Fig. 1: run 1, pin placement
(4 px per um) Pins as bars across the die edge, other pins in gray.
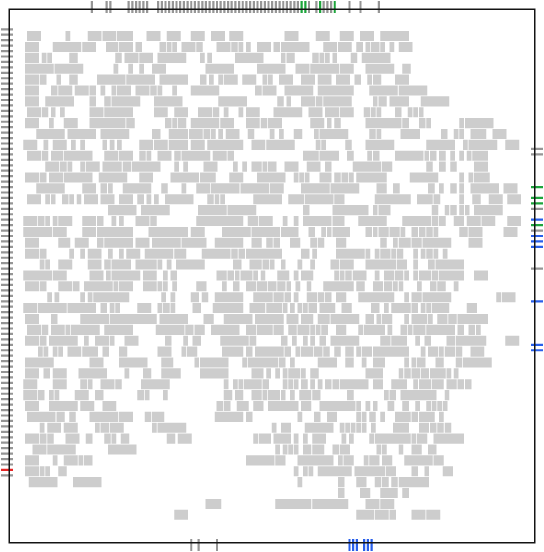
Fig. 2: run 1, cell outlines without signal wires
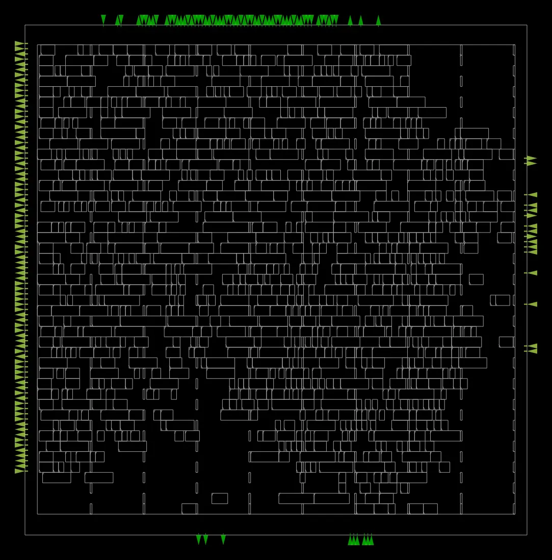
Fig. 3: run 1, sizing map
(4 px per um)
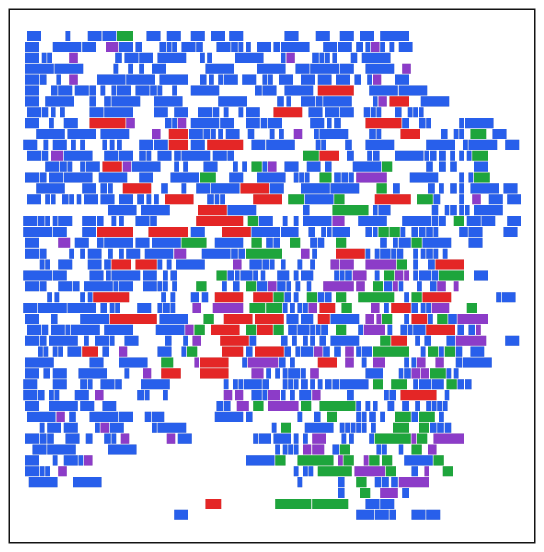
[config.mk]
export PLATFORM = sky130hd
export DESIGN_NAME = stream_tx_pkt
export DESIGN_NICKNAME = d
export VERILOG_FILES = /design/src/rtl/stream_tx_pkt.sv
export SDC_FILE = /design/constraint.sdc
export NUM_CORES = 1
export LEC_CHECK = 0
export ABC_AREA = 1
export ABC_CLOCK_PERIOD_IN_PS = 1900
export CAP_MARGIN = 20
export CORE_AREA = 3 3 128 130
export CTS_BUF_LIST = sky130_fd_sc_hd__clkbuf_8
export DETAILED_ROUTE_END_ITERATION = 10
export DIE_AREA = 0 0 131 133
export GPL_TIMING_DRIVEN = 1
export HOLD_SLACK_MARGIN = 0.12
export SYNTH_ARGS = -nofsm -noshare
export SYNTH_HDL_FRONTEND = slang
export SYNTH_SLANG_ARGS = --single-unit
[constraint.sdc]
create_clock -name sclk -period 1.9 [get_ports sclk]
set_input_delay 0.38 -clock sclk [delete_from_list [all_inputs] [get_ports sclk]]
set_output_delay 0.38 -clock sclk [all_outputs]
set_load 0.01 [all_outputs]
[src/rtl/stream_tx_pkt.sv]
// Purpose: sends one packet of pkt_len beats from a first-word-fall-through FIFO onto an AXI-Stream master port.
// Latency: a FIFO pop shows up as tvalid one cycle later; done pulses one cycle after the tlast beat is accepted.
// Backpressure: when tready=0 the output beat holds and no pop occurs; a new beat loads while the current one is accepted, so there is no bubble.
module stream_tx_pkt #(
  parameter int DATA_W = 64,
  parameter int CNT_W  = 13
) (
  input  logic                  sclk,
  input  logic                  s_rst,
  input  logic                  start,
  input  logic [CNT_W-1:0]      pkt_len,
  input  logic [DATA_W/8-1:0]   last_keep,
  output logic                  fifo_rd_en,
  input  logic [DATA_W-1:0]     fifo_rd_data,
  input  logic                  fifo_empty,
  output logic [DATA_W-1:0]     m_axis_tdata,
  output logic [DATA_W/8-1:0]   m_axis_tkeep,
  output logic                  m_axis_tvalid,
  input  logic                  m_axis_tready,
  output logic                  m_axis_tlast,
  output logic                  busy,
  output logic                  done,
  output logic                  len_err
);

  localparam int KEEP_W = DATA_W / 8;
  localparam logic [CNT_W-1:0] ONE = CNT_W'(1);

  typedef enum logic [1:0] {
    ST_IDLE = 2'd0,
    ST_SEND = 2'd1,
    ST_DONE = 2'd2
  } state_t;

  state_t              state_q, state_d;
  logic [CNT_W-1:0]    len_q, len_d;
  logic [KEEP_W-1:0]   keep_q, keep_d;
  logic [CNT_W-1:0]    issue_q, issue_d;
  logic [CNT_W-1:0]    sent_q, sent_d;
  logic [DATA_W-1:0]   tdata_q, tdata_d;
  logic [KEEP_W-1:0]   tkeep_q, tkeep_d;
  logic                tlast_q, tlast_d;
  logic                tvalid_q, tvalid_d;
  logic                len_err_q, len_err_d;
  logic                rd_en;
  logic                accept;

  // Next-state logic. The pop decision and the output register load are made together,
  // so an accepted beat is replaced in the same cycle whenever the FIFO can supply the next word.
  always_comb begin
    state_d   = state_q;
    len_d     = len_q;
    keep_d    = keep_q;
    issue_d   = issue_q;
    sent_d    = sent_q;
    tdata_d   = tdata_q;
    tkeep_d   = tkeep_q;
    tlast_d   = tlast_q;
    tvalid_d  = tvalid_q;
    len_err_d = 1'b0;
    rd_en     = 1'b0;
    accept    = tvalid_q & m_axis_tready;

    case (state_q)
      ST_IDLE: begin
        if (start) begin
          if (pkt_len != '0) begin
            len_d   = pkt_len;
            keep_d  = last_keep;
            issue_d = '0;
            sent_d  = '0;
            state_d = ST_SEND;
          end else begin
            len_err_d = 1'b1;
          end
        end
      end

      ST_SEND: begin
        rd_en = ~fifo_empty & (issue_q < len_q) & (~tvalid_q | m_axis_tready);
        if (accept) begin
          // The slot empties unless a load below refills it in the same cycle.
          tvalid_d = 1'b0;
          tlast_d  = 1'b0;
          sent_d   = sent_q + ONE;
          if (tlast_q) begin
            state_d = ST_DONE;
          end
        end
        if (rd_en) begin
          tdata_d  = fifo_rd_data;
          tvalid_d = 1'b1;
          issue_d  = issue_q + ONE;
          if (issue_q == len_q - ONE) begin
            tlast_d = 1'b1;
            tkeep_d = keep_q;
          end else begin
            tlast_d = 1'b0;
            tkeep_d = '1;
          end
        end
      end

      ST_DONE: begin
        state_d = ST_IDLE;
      end

      default: begin
        state_d = ST_IDLE;
      end
    endcase
  end

  // State and datapath registers. Reset drops any packet in progress.
  always_ff @(posedge sclk) begin
    if (s_rst) begin
      state_q   <= ST_IDLE;
      len_q     <= '0;
      keep_q    <= '0;
      issue_q   <= '0;
      sent_q    <= '0;
      tdata_q   <= '0;
      tkeep_q   <= '0;
      tlast_q   <= 1'b0;
      tvalid_q  <= 1'b0;
      len_err_q <= 1'b0;
    end else begin
      state_q   <= state_d;
      len_q     <= len_d;
      keep_q    <= keep_d;
      issue_q   <= issue_d;
      sent_q    <= sent_d;
      tdata_q   <= tdata_d;
      tkeep_q   <= tkeep_d;
      tlast_q   <= tlast_d;
      tvalid_q  <= tvalid_d;
      len_err_q <= len_err_d;
    end
  end

  // The pop is gated by reset so the FIFO is never drained while the block is being cleared.
  assign fifo_rd_en    = rd_en & ~s_rst;
  assign m_axis_tdata  = tdata_q;
  assign m_axis_tkeep  = tkeep_q;
  assign m_axis_tlast  = tlast_q;
  assign m_axis_tvalid = tvalid_q;
  assign busy          = (state_q != ST_IDLE);
  assign done          = (state_q == ST_DONE);
  assign len_err       = len_err_q;

endmodule
==> flow_summary.yaml, run 1 <==
# synthesis and place-and-route metrics
sta:
  fmax_mhz: 463
  setup_viol: 88
  max_slew_margin_pct: 79.4
  holdWs_ns: 0.439
  fin_ws_ns: -0.261
  tns_ns: -14.53
  rsz0062_at_grt: "yes"
  tightestPinTransition_ns: 0.309
  final_max_slew_viol_count: 0
  fin_crit_ns: 2.16
clock_network:
  cts_tree: "yes"
  clockBufferDepth: 2
  clock_sinks: 111
  postCtsHoldBufs: 0
  postCtsResizedCells: 38
  cts.clk_slew.worst_paths_ns: 0.11
final_layout:
  fillers: 1417
  largest_cell_class: "multi-input combinational cells"
  nets: 1051
  mostFrequentLayoutCells: "clkdlybuf4s50_1, nor2_1, dfxtp_1"
  seq_share_pct: 26.2
  drive_gt1_share_pct: 23.1
  area_growth_syn_to_layout_pct: 64.5
  comb_area_share_pct: 34.5
  clk_share_pct: 2.21
  lay_top_count: "clkdlybuf4s50_1"
  comb_area_um2: 2950
  n_all_inverters: 62
grt:
  grt_max_degree: 51
  grt.busiest_layer: "met2"
  grt_pass1_wl_um: 25400
  antenna_found_initial: 0
  grt_use_met1_pct: 23.1
  use_met3_pct: 8.28
  grt_pass1_vias: 4941
  grt.met2_usage_pct: 29.3
drt:
  finalWirelength_um: 17300
  viasPerCell: 4.62
  vias: 5367
  routed.top_layer: "met4"
  wl_per_cell_um: 14.9
  wl_met3_um: 1660
  antenna_left: 0
  drt_iter0_drc: 201
  wl_met1_um: 7310
  drcViolationCount: 0
placed_design:
  portBuffers: 167
  placed_cell_area_um2: 7490
  placedCellCount: 1121
synthesis:
  synthCells: 719
  synth.logic.top_family: "simple AND/OR/NAND/NOR gates"
  ys_types: 34
  ys_sh_mux_pct: 0
  synth_simple_gate_area_share_pct: 30.1
  yosys-stat-cells: 719
  compound_area_share_pct: 12.6
  ys_area_um2: 5210
  top_area_cell: "dfxtp_1"
  top_area_share_pct: 42.7
  avgSynthCellArea_um2: 7.24
  netlist_area_um2: 5210
  area_leaders: "dfxtp_1, nor2_1, o21ai_0"
  ys_warn_count: 0
power_and_ir_drop:
  power_leader: "registers"
  vdd_drop_max_v: 0.000426
  combPwrFrac_pct: 31.5
  power.density_nw_per_um2: 687
  switching_power_mw: 1.84
  power.internal_mw: 4.04
  seqPwrFrac_pct: 44.4
  pg_seq_mw: 2.61
run:
  drv_cap: 0
worst_hold_path:
  hold_path.class: "input port to register"
  worstHoldEndpoint: "len_q[3]"
  hold_path.startpoint: "pkt_len[3]"
critical_path:
  cp_num_buf_inv: 6
  r2r_start: "len_q[4]"
  regToRegSetupSlack_ns: -0.26
  cp-startpoint: "len_q[4]"
  crit_type: "register to register"
  cp.arrival_ns: 2.46
  reg2reg_to: "m_axis_tdata[8]"
  cp_slowest_cell: "dfxtp_2"
  crit_path_frequent_cell: "nand2_2"
  crit_end: "m_axis_tdata[8]"
  endpoint_kind: "register"
  crit_required_ns: 2.19
  worstPathMaxFanout: 6
floorplanning:
  die_x_um: 131
  fp_util_pct: 34.1
  die_h_um: 133
run_status:
  violations: "setup timing"
  status: "complete, but fails checks"
Notes on Fig. 1 above:
pkt_len -> blue  # pins 13, direction input, edge 7 right, 6 bottom
busy -> red  # pins 1, direction output, edge left
last_keep -> green  # pins 8, direction input, edge 4 top, 4 right
all pins by edge = 83 left, 60 top, 16 right, 9 bottom

Notes on Fig. 2 above:
n_taps: 211
Layout Cells excl Fill: 1161
core area: 15300 um2
final core occ: 56.1%
flop count: 111

Notes on Fig. 3 above:
x3 and x4 -> green  # cells 83, most used buf_4
x2 -> purple  # cells 86, most used nor2_2
x1 and smaller -> blue  # cells 731, most used clkdlybuf4s50_1
x6 and larger -> red  # cells 50

## run 1: worst reg2reg max path, delay by kind of cell, from the launching register on
family | cells | cell delay (ns)
flops | 1 | 0.36
buf+inv | 6 | 0.73
compound gates | 2 | 0.32
fa+ha+maj | 1 | 0.22
simple gates | 6 | 0.45
## run 1: registers in the layout, summed over array words and instances, names as in the netlist
signal,cells
m_axis_tdata,64
issue_q,13
len_q,13
keep_q,8
m_axis_tkeep,8
state_q,2
len_err,1
m_axis_tlast,1
m_axis_tvalid,1
## run 1: synthesized netlist by cell type, drive strengths merged
library cell  instances
a21oi                40
buf                  15
clkbuf               20
dfxtp               111
ha                   15
inv                  62
nand2                97
nand3                45
nand3b                1
nand4                 5
nor2                192
nor3                  5
nor4                  4
o211ai                2
o21a                  1
o21ai                86
or2                   1
xnor2                 6
xor2                 11
==> run 1 -> run 2 <==
--- a/config.mk
+++ b/config.mk
@@ -7,9 +7,8 @@
 export LEC_CHECK = 0
 export ABC_AREA = 1
 export ABC_CLOCK_PERIOD_IN_PS = 1900
-export CAP_MARGIN = 20
+export CAP_MARGIN = 25
 export CORE_AREA = 3 3 128 130
-export CTS_BUF_LIST = sky130_fd_sc_hd__clkbuf_8
 export DETAILED_ROUTE_END_ITERATION = 10
 export DIE_AREA = 0 0 131 133
 export GPL_TIMING_DRIVEN = 1
Fig. 4: run 2, cell outlines without signal wires
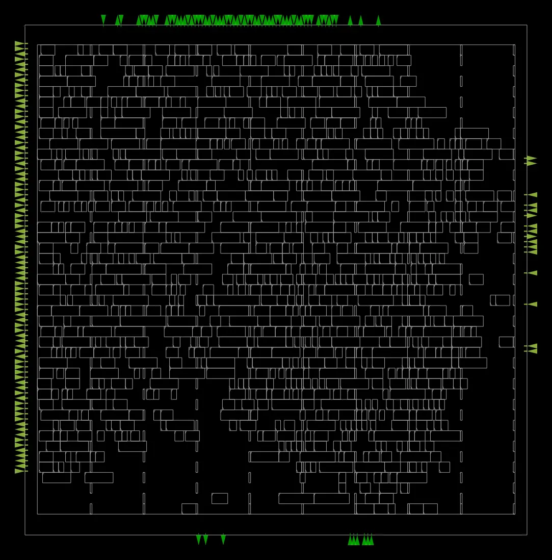
row count: 45
Fillers: 1383
final core occ: 57.4%

==> flow_summary.yaml, run 2 <==
# synthesis and place-and-route metrics
sta:
  tns_ns: -4.67
  max_slew_margin_pct: 72.2
  rsz0062_at_grt: "yes"
  tightestPinTransition_ns: 0.416
  setup_viol: 86
  fmax_mhz: 476
  fin_ws_ns: -0.201
  fin_crit_ns: 2.10
  holdWs_ns: 0.454
  final_max_slew_viol_count: 0
final_layout:
  bufAreaShareNonClock_pct: 30.9
  mostFrequentLayoutCells: "clkdlybuf4s50_1, nor2_1, dfxtp_1"
  nets: 1053
  ff_count: 111
  seq_share_pct: 25.6
  lay_top_count: "clkdlybuf4s50_1"
  drive_gt1_share_pct: 23.6
  stdcell_count: 1163
  clk_share_pct: 3.32
  largest_register_ffs: 64
  largest_cell_class: "multi-input combinational cells"
  n_all_inverters: 62
  comb_area_um2: 3000
critical_path:
  cp.arrival_ns: 1.72
  worstPathMaxFanout: 2
  crit_path_frequent_cell: "nand2_2"
  reg2reg_to: "m_axis_tdata[17]"
  r2r_start: "len_q[4]"
  crit_required_ns: 1.52
  regToRegSetupSlack_ns: -0.13
  crit_type: "register to output port"
  crit_end: "fifo_rd_en"
  cp_slowest_cell: "dfxtp_2"
  cp_num_buf_inv: 2
  endpoint_kind: "output port"
run_status:
  violations: "setup timing"
  status: "complete, but fails checks"
run:
  drv_cap: 0
drt:
  drcViolationCount: 0
  antenna_left: 0
  wl_per_cell_um: 15.2
  vias: 5347
  wl_met3_um: 1620
  wl_met1_um: 7490
  drt_iter0_drc: 270
  finalWirelength_um: 17700
  routed.top_layer: "met4"
  viasPerCell: 4.60
floorplanning:
  die_h_um: 133
  fp_util_pct: 34.1
  nWellTaps: 211
  die_x_um: 131
power_and_ir_drop:
  combPwrFrac_pct: 29.4
  power.density_nw_per_um2: 730
  power_leader: "registers"
  pg_seq_mw: 2.61
  p_clk_mw: 1.90
  power.internal_mw: 4.46
  seqPwrFrac_pct: 40.9
  vdd_drop_max_v: 0.000598
  switching_power_mw: 1.92
grt:
  grt_max_degree: 51
  grt_pass1_vias: 4945
  grt_pass1_wl_um: 25600
  antenna_found_initial: 0
placed_design:
  portBuffers: 167
  placedCellCount: 1121
  hpwl_um: 11600
  placed_cell_area_um2: 7490
synthesis:
  ys_sh_mux_pct: 0
  netlist_area_um2: 5210
  avgSynthCellArea_um2: 7.24
  yosys-stat-cells: 719
  ys_types: 34
  compound_area_share_pct: 12.6
  synthTopCellsByCount: "nor2_1, dfxtp_1, nand2_1"
  area_leaders: "dfxtp_1, nor2_1, o21ai_0"
  ys.flop_type: "dfxtp_1"
  ys_seq_share_pct: 42.7
  synth.logic.top_family: "simple AND/OR/NAND/NOR gates"
  synth_dominant_cell_count: "nor2_1"
  top_area_share_pct: 42.7
  edf_count: 0
  ys_async_sr_fraction_pct: 0
  synthCells: 719
  synth-seq-cells: 111
  synth_simple_gate_area_share_pct: 30.1
  ys_warn_count: 0
  ys_sh_adder_pct: 3.60
  top_area_cell: "dfxtp_1"
worst_hold_path:
  worstHoldEndpoint: "keep_q[1]"
  hold_path.class: "register to register"
  hold_path.startpoint: "keep_q[1]"
clock_network:
  clockBufferDepth: 2
  clock_sinks: 111
  cts.clk_slew.worst_paths_ns: 0.08
  clock_tree.root_cell: "clkbuf_16"
  cts_tree: "yes"
## run 2: logic make-up (layout without fill, tap and decap cells)
logic type	Yosys count	in the layout
XOR/XNOR	17	17
flip-flops	111	111
AND/OR/NAND/NOR	350	352
buffers and inverters	97	328
AND-OR/OR-AND	129	129
adder cells (fa/ha/maj)	15	15
## run 2: repair_timing
| item | in CTS | in global routing |
|---|---|---|
| setup buffers | 7 | 5 |
| hold buffers | 0 | 0 |
| endpoints found under the setup margin | 90 | 109 |
| gates resized | 41 | 119 |
| cloned | 3 | 12 |
| pin swaps | 18 | 29 |
## run 2: layer usage
layer	GRT usage [%]	vias up
met5	0	-
met4	3.66	0
met3	8.60	8
met2	29.8	148
met1	23.1	2429
li1	-	2762
